Clock routing:
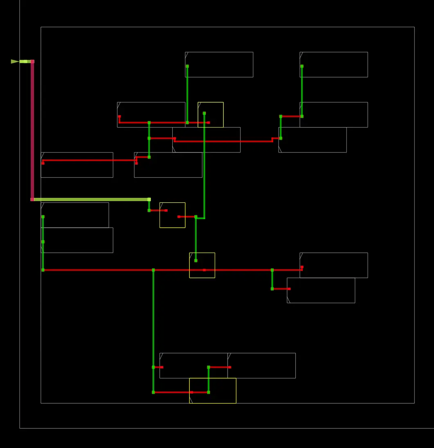
Logic cells by family:
Scale: 6 px per um.
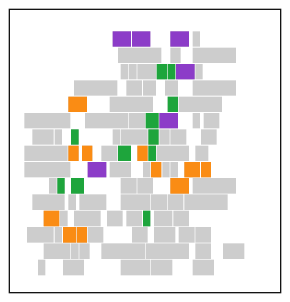
Signal wires by layer:
Scale: 6 px per um.
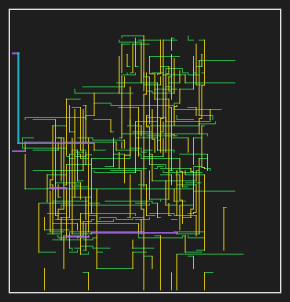
**src/rtl/button_event_decoder.sv**
```systemverilog
// Turns a debounced button level into 1-cycle press/release/click/long/repeat pulses plus a held level.
// Latency: 1 cycle from sampling edge to pulse. No backpressure. Define AUTOREPEAT_EN to build the auto-repeat pulse.
module button_event_decoder #(
    parameter int LONG_CYCLES   = 8,
    parameter int REPEAT_CYCLES = 4,
    parameter int CNT_W         = 8
) (
    input  logic iClk,
    input  logic iReset,
    input  logic iLevel,
    output logic oPress,
    output logic oRelease,
    output logic oClick,
    output logic oLong,
    output logic oRepeat,
    output logic oHeld
);

    localparam logic [1:0] ST_ARM     = 2'd0;
    localparam logic [1:0] ST_IDLE    = 2'd1;
    localparam logic [1:0] ST_PRESSED = 2'd2;
    localparam logic [1:0] ST_LONG    = 2'd3;

    localparam logic [CNT_W-1:0] LONG_LAST = CNT_W'(LONG_CYCLES - 1);
`ifdef AUTOREPEAT_EN
    localparam logic [CNT_W-1:0] REP_LAST  = CNT_W'(REPEAT_CYCLES - 1);
`endif

    generate
        if ((LONG_CYCLES < 2) || (REPEAT_CYCLES < 2) ||
            ((2 ** CNT_W) < LONG_CYCLES) || ((2 ** CNT_W) < REPEAT_CYCLES)) begin : g_bad_params
            $error("button_event_decoder: cycle counts out of range for CNT_W");
        end
    endgenerate

    logic [1:0]       state;
    logic [1:0]       state_nxt;
    logic [CNT_W-1:0] cnt;
    logic [CNT_W-1:0] cnt_nxt;
    logic             press_nxt;
    logic             release_nxt;
    logic             click_nxt;
    logic             long_nxt;
    logic             repeat_nxt;
    logic             held_nxt;

    always_comb begin
        state_nxt   = state;
        cnt_nxt     = cnt;
        press_nxt   = 1'b0;
        release_nxt = 1'b0;
        click_nxt   = 1'b0;
        long_nxt    = 1'b0;
        repeat_nxt  = 1'b0;
        case (state)
            ST_ARM: begin
                // A level already high out of reset must be released before it can count as a press.
                if (!iLevel) begin
                    state_nxt = ST_IDLE;
                end
            end
            ST_IDLE: begin
                if (iLevel) begin
                    state_nxt = ST_PRESSED;
                    cnt_nxt   = '0;
                    press_nxt = 1'b1;
                end
            end
            ST_PRESSED: begin
                // Release is tested first so it wins over a simultaneous terminal count.
                if (!iLevel) begin
                    state_nxt   = ST_IDLE;
                    cnt_nxt     = '0;
                    release_nxt = 1'b1;
                    click_nxt   = 1'b1;
                end else if (cnt == LONG_LAST) begin
                    state_nxt = ST_LONG;
                    cnt_nxt   = '0;
                    long_nxt  = 1'b1;
                end else begin
                    cnt_nxt = cnt + 1'b1;
                end
            end
            ST_LONG: begin
                if (!iLevel) begin
                    state_nxt   = ST_IDLE;
                    cnt_nxt     = '0;
                    release_nxt = 1'b1;
                end else begin
`ifdef AUTOREPEAT_EN
                    if (cnt == REP_LAST) begin
                        cnt_nxt    = '0;
                        repeat_nxt = 1'b1;
                    end else begin
                        cnt_nxt = cnt + 1'b1;
                    end
`else
                    cnt_nxt = '0;
`endif
                end
            end
            default: begin
                state_nxt = ST_ARM;
                cnt_nxt   = '0;
            end
        endcase
        held_nxt = (state_nxt == ST_PRESSED) || (state_nxt == ST_LONG);
    end

    always_ff @(posedge iClk) begin
        if (iReset) begin
            state    <= ST_ARM;
            cnt      <= '0;
            oPress   <= 1'b0;
            oRelease <= 1'b0;
            oClick   <= 1'b0;
            oLong    <= 1'b0;
            oRepeat  <= 1'b0;
            oHeld    <= 1'b0;
        end else begin
            state    <= state_nxt;
            cnt      <= cnt_nxt;
            oPress   <= press_nxt;
            oRelease <= release_nxt;
            oClick   <= click_nxt;
            oLong    <= long_nxt;
            oRepeat  <= repeat_nxt;
            oHeld    <= held_nxt;
        end
    end

endmodule

```
**config.mk**
```make
export PLATFORM = sky130hd
export DESIGN_NAME = button_event_decoder
export DESIGN_NICKNAME = d
export VERILOG_FILES = /design/src/rtl/button_event_decoder.sv
export SDC_FILE = /design/constraint.sdc
export NUM_CORES = 1
export LEC_CHECK = 0
export CORE_AREA = 2 2 43 45
export CTS_CLUSTER_DIAMETER = 80
export DETAILED_ROUTE_END_ITERATION = 7
export DIE_AREA = 0 0 45 47
export PLACE_DENSITY = 0.74
export SLEW_MARGIN = 20
export SYNTH_ARGS = -nofsm -noshare
export SYNTH_HDL_FRONTEND = slang
export SYNTH_SLANG_ARGS = --single-unit
```
**constraint.sdc**
```tcl
create_clock -name iClk -period 1.7 [get_ports iClk]
set_input_delay 0.34 -clock iClk [delete_from_list [all_inputs] [get_ports iClk]]
set_output_delay 0.34 -clock iClk [all_outputs]
set_load 0.01 [all_outputs]
```
==> run notes <==
The full implementation flow was run.

The timing report notes that buffer and inverter cells on the critical path total 1. The internal power consumption stands at 539.5 uW. The power consumed by combinational cells stands at 141 uW. In this run the horizontal extent of the chip is 45 um. The layout report lists the multi-input gate area as 406.6 um^2. In the post-route analysis, the smallest setup slack over all paths is 0.05599 ns. The synthesis-stage register bit count stands at 14. After synthesis, the design contains 81 cells according to Yosys. According to the timing report, the critical path is launched from oHeld.

After layout the signal buffers, clock cells excluded, come to 16.69% of cell area. The tree is rooted in a sky130_fd_sc_hd__clkbuf_4. For this design, the CTS-stage hold fixing added 0 buffers. The count of H-tree levels built during CTS stands at 1. The number of multi-input combinational cells in the layout is 60.

The core utilization at floorplan stands at 43.11%. For this run the detailed placement stage logged an HPWL of 1.095 mm. The depth of the worst hold-timing path stands at 2. The initial antenna violation count stands at 0. The critical path crosses 6 cells after its start point.

The first-pass GRT wire length stands at 2.380 mm. The setup check on the worst reg-to-reg path leaves a slack of 0.06 ns. Routing resource usage on met3 recorded by global route was 2.308%. The critical path is of the flip-flop to flip-flop type. met2 is the most crowded layer. In the detailed route, the total length drawn on met3 is 36 um. The final timing report derives a shortest allowable period of 1.644 ns.

The layout has 4 inverters outside the clock class. The tool warning count for the run is 30. By area, logic gates come first. On the final layout, the worst hold slack is 0.5018 ns. After routing, the total negative slack on setup checks comes to 0 ns. OpenSTA, run right after detailed placement, puts the worst setup slack at -0.1339 ns. In the detailed route, the total length drawn on met2 is 761 um. The aggregate routed wire length stands at 1.491 mm.

The switching power of the nets stands at 180.6 uW. The total number of yosys warnings stands at 0. The top achievable clock speed stands at 608.3 MHz. The number of nets in the synthesized netlist is 90. The mean number of vias per cell stands at 5.239.

The number of endpoints with negative hold slack in the final report stands at 0. Per STA, the endpoint of the critical path is cnt[2]. According to the floorplan log, the row count is 15. On the worst path, the slowest cell contributes a delay of 0.49 ns. The final layout contains 110 nets.

The library cells used most frequently in the layout, excluding fill and tap cells, are 12 x sky130_fd_sc_hd__dfxtp_1, 11 x sky130_fd_sc_hd__nor2_1, 11 x sky130_fd_sc_hd__buf_4, 7 x sky130_fd_sc_hd__clkdlybuf4s50_1, 6 x sky130_fd_sc_hd__xnor2_1. The max-cap violation count stands at 0. The timing report shows that the slowest cell on the worst path is sky130_fd_sc_hd__or4_1. The total count of max-transition violations in the final report stands at 0.

The area of the die stands at 2115 um^2. Per the gpl log, the routability congestion estimate is 0.7331. The worst-case IR drop observed on VDD is 0.0004627 V. The buffer_ports step reported a buffer count of 7.

Dividing the synthesized area by the synthesized cell count gives 8.789 um^2. Per the timing report, the most critical flop-to-flop path finishes at cnt[2]. The startpoint identified for the worst register-to-register timing path is oHeld.

The sequential group power stands at 346 uW. Fill cells in the final layout number 148. Post-CTS timing repair inserted 0 buffers for setup.

The layout has 18 buffers outside the clock class. The clock sink count stands at 14. During tapcell insertion the tool placed 17 well taps.

The setup violation total in the final timing report stands at 0. The count of mapped cells out of synthesis stands at 81. The clock network takes up 3.967% of total cell area after layout. For reference, the critical path cell chain is inv_1 -> ha_2 -> nor2b_4 -> or2_4 -> or4_1 -> a21oi_2. The final global-route overflow total stands at 0.

The worst setup path is launched from a flip-flop. For this run, the script counts the antenna cells in the layout as 0. The flow ran to the end, and the final reports show no timing, DRC or antenna violations. In the hold report, the worst path ends at cnt[1]. From bottom edge to top edge, the die measures 47 um. The number of global-route vias before repair is 590. The remaining design rule violation count stands at 0. The area taken by sequential standard cells is reported as 282.8 um^2.

TritonCTS built the clock tree. OpenROAD reports that the post-layout worst path occupies 96.71% of the period. The floorplan report gives the top-level pin count as 9.

Post-synthesis, Yosys gives the total cell area as 711.9 um^2. met2 track demand over resource after global routing is 27.43%. The largest fanout of any net on the critical path stands at 4. The highest metal layer carrying signal wires in the routed design is met4.

The data required time at the worst endpoint stands at 1.91 ns. The length in cells of the worst reg-to-reg path stands at 6. The portion of total power attributed to sequential cells stands at 48.1%. Of the total power, the share spent switching nets is 25.08%. The arrival time of the worst setup path stands at 1.86 ns.

The flow reports that the clock network draws 32.3% of the design power. The report lists the power per cell area as 787.3 nW/um^2. The type recorded for the worst min-delay path is flip-flop to flip-flop.

Entering global routing, the biggest net connects 9 pins. The met1 capacity usage during global routing stands at 19.19%. Setup repair after global routing left no endpoint under its margin.

Among cell families on the critical path, the largest total delay comes from simple AND/OR/NAND/NOR gates. In this run the standard cell core region covers 1652 um^2. TritonCTS created 3 clock buffers. The worst setup path is captured at a flip-flop. The netlist area before placement stands at 711.9 um^2.

Per the layout area report, the sequential fraction of cell area is 30.92%. The layout overhead on the synthesized area stands at 28.47%. On the reported timing paths, the clock transition at the registers reads 0.08 ns. The total routed wire length on the met1 layer stands at 678 um. The largest part of the power goes to sequential cells. Yosys mapped the design onto 27 distinct sky130hd cell types. Sequential elements use 39.37% of the synthesized area.

The post-CTS resize count stands at 1. The number of search-and-repair iterations in the first detailed-routing pass stands at 4. The number of nets with antenna violations after routing stands at 0.

For this sky-water flow run, the detailed-routed wirelength per cell is reported as 12.74 um. In this run the static leakage power is 0.3376 nW. The number of buffers on the longest clock path stands at 2. The launch point of the worst min-delay path is recorded as cnt[1]. The DRC violation total after the first TritonRoute iteration stands at 11. Looking at the power breakdown, combinational cells take 19.6% of the total. The ratio of cells with drive above 1 in the final layout stands at 22.00%.
-- 'clock routing' (at the start) --
final clock skew: 0.0004986 ns
P_clk: 233 uW
clock buffer instance count of the final layout: 4
Skew-Pair Late Insertion Delay: 0.27 ns
registers: 14

-- 'logic cells by family' (at the start) --
| family | color | cells |
|---|---|---|
| XOR/XNOR gates | purple | 6 |
| NAND gates | green | 11 |
| inverting AOI/OAI gates | orange | 11 |
most common cell after layout, fill and taps aside: sky130_fd_sc_hd__dfxtp_1
tally of non-filler cells in the final layout: 117
logic share of the area: 44.46%

-- 'signal wires by layer' (at the start) --
| layer | color | wire length |
|---|---|---|
| met2 | yellow | 761 um |
| met1 | green | 679 um |
| met3 | purple | 36.3 um |
| met4 | cyan | 15.0 um |
combined global-route utilization of all metal layers: 15.70%
vias after detailed routing: 613

==> cells by family (layout without fill, tap and decap cells) <==
| logic type | count (synthesis) | count (layout) | synth area share, % |
|---|---|---|---|
| xor+xnor | 6 | 6 | 7.381 |
| simple gates | 36 | 36 | 27.77 |
| buf+inv | 7 | 26 | 5.272 |
| fa+ha+maj | 6 | 6 | 10.54 |
| other cells | 1 | 1 | 0.5267 |
| flops | 14 | 14 | 39.37 |
| compound gates | 11 | 11 | 9.140 |
==> Yosys cell counts (all sizes together) <==
cell type,n,area (um^2)
nand3,3,15.01
a211oi,1,7.510
a311oi,1,8.760
nor3,3,15.01
nor4,2,12.51
nand4,2,12.51
a21oi,4,20.02
nand2,5,18.77
or2,1,8.760
conb,1,3.750
clkbuf,1,3.750
and2,1,6.260
nor3b,3,22.52
inv,4,15.01
nor2,11,41.29
dfxtp,14,280.3
nand2b,1,6.260
o21ai,3,15.01
o21bai,1,7.510
or4,1,7.510
xnor2,6,52.55
nor2b,1,13.76
o22ai,1,6.260
buf,2,18.77
nor4b,2,17.52
ha,6,75.07
==> through the flow <==
stage / std cells / instance area, um^2 / total power [mW] / util (%)
floorplan: 81 / 713.2 / 0.4358 / -
global placement: 113 / 864.6 / 0.4876 / 52.35
detailed placement: 113 / 864.6 / 0.4908 / 52.35
CTS: 117 / 907.1 / 0.7252 / 54.92
global route: 117 / 914.6 / 0.7549 / 55.38
finish: 117 / 914.6 / 0.7201 / 55.38
==> flip-flops by register name, indices dropped and copies added, names as in the netlist <==
| register | count |
|---|---|
| oHeld | 1 |
| state | 1 |
| oPress | 1 |
| oClick | 1 |
| oLong | 1 |
| oRelease | 1 |
| cnt | 8 |
Power is estimated from default activity; no workload was simulated.
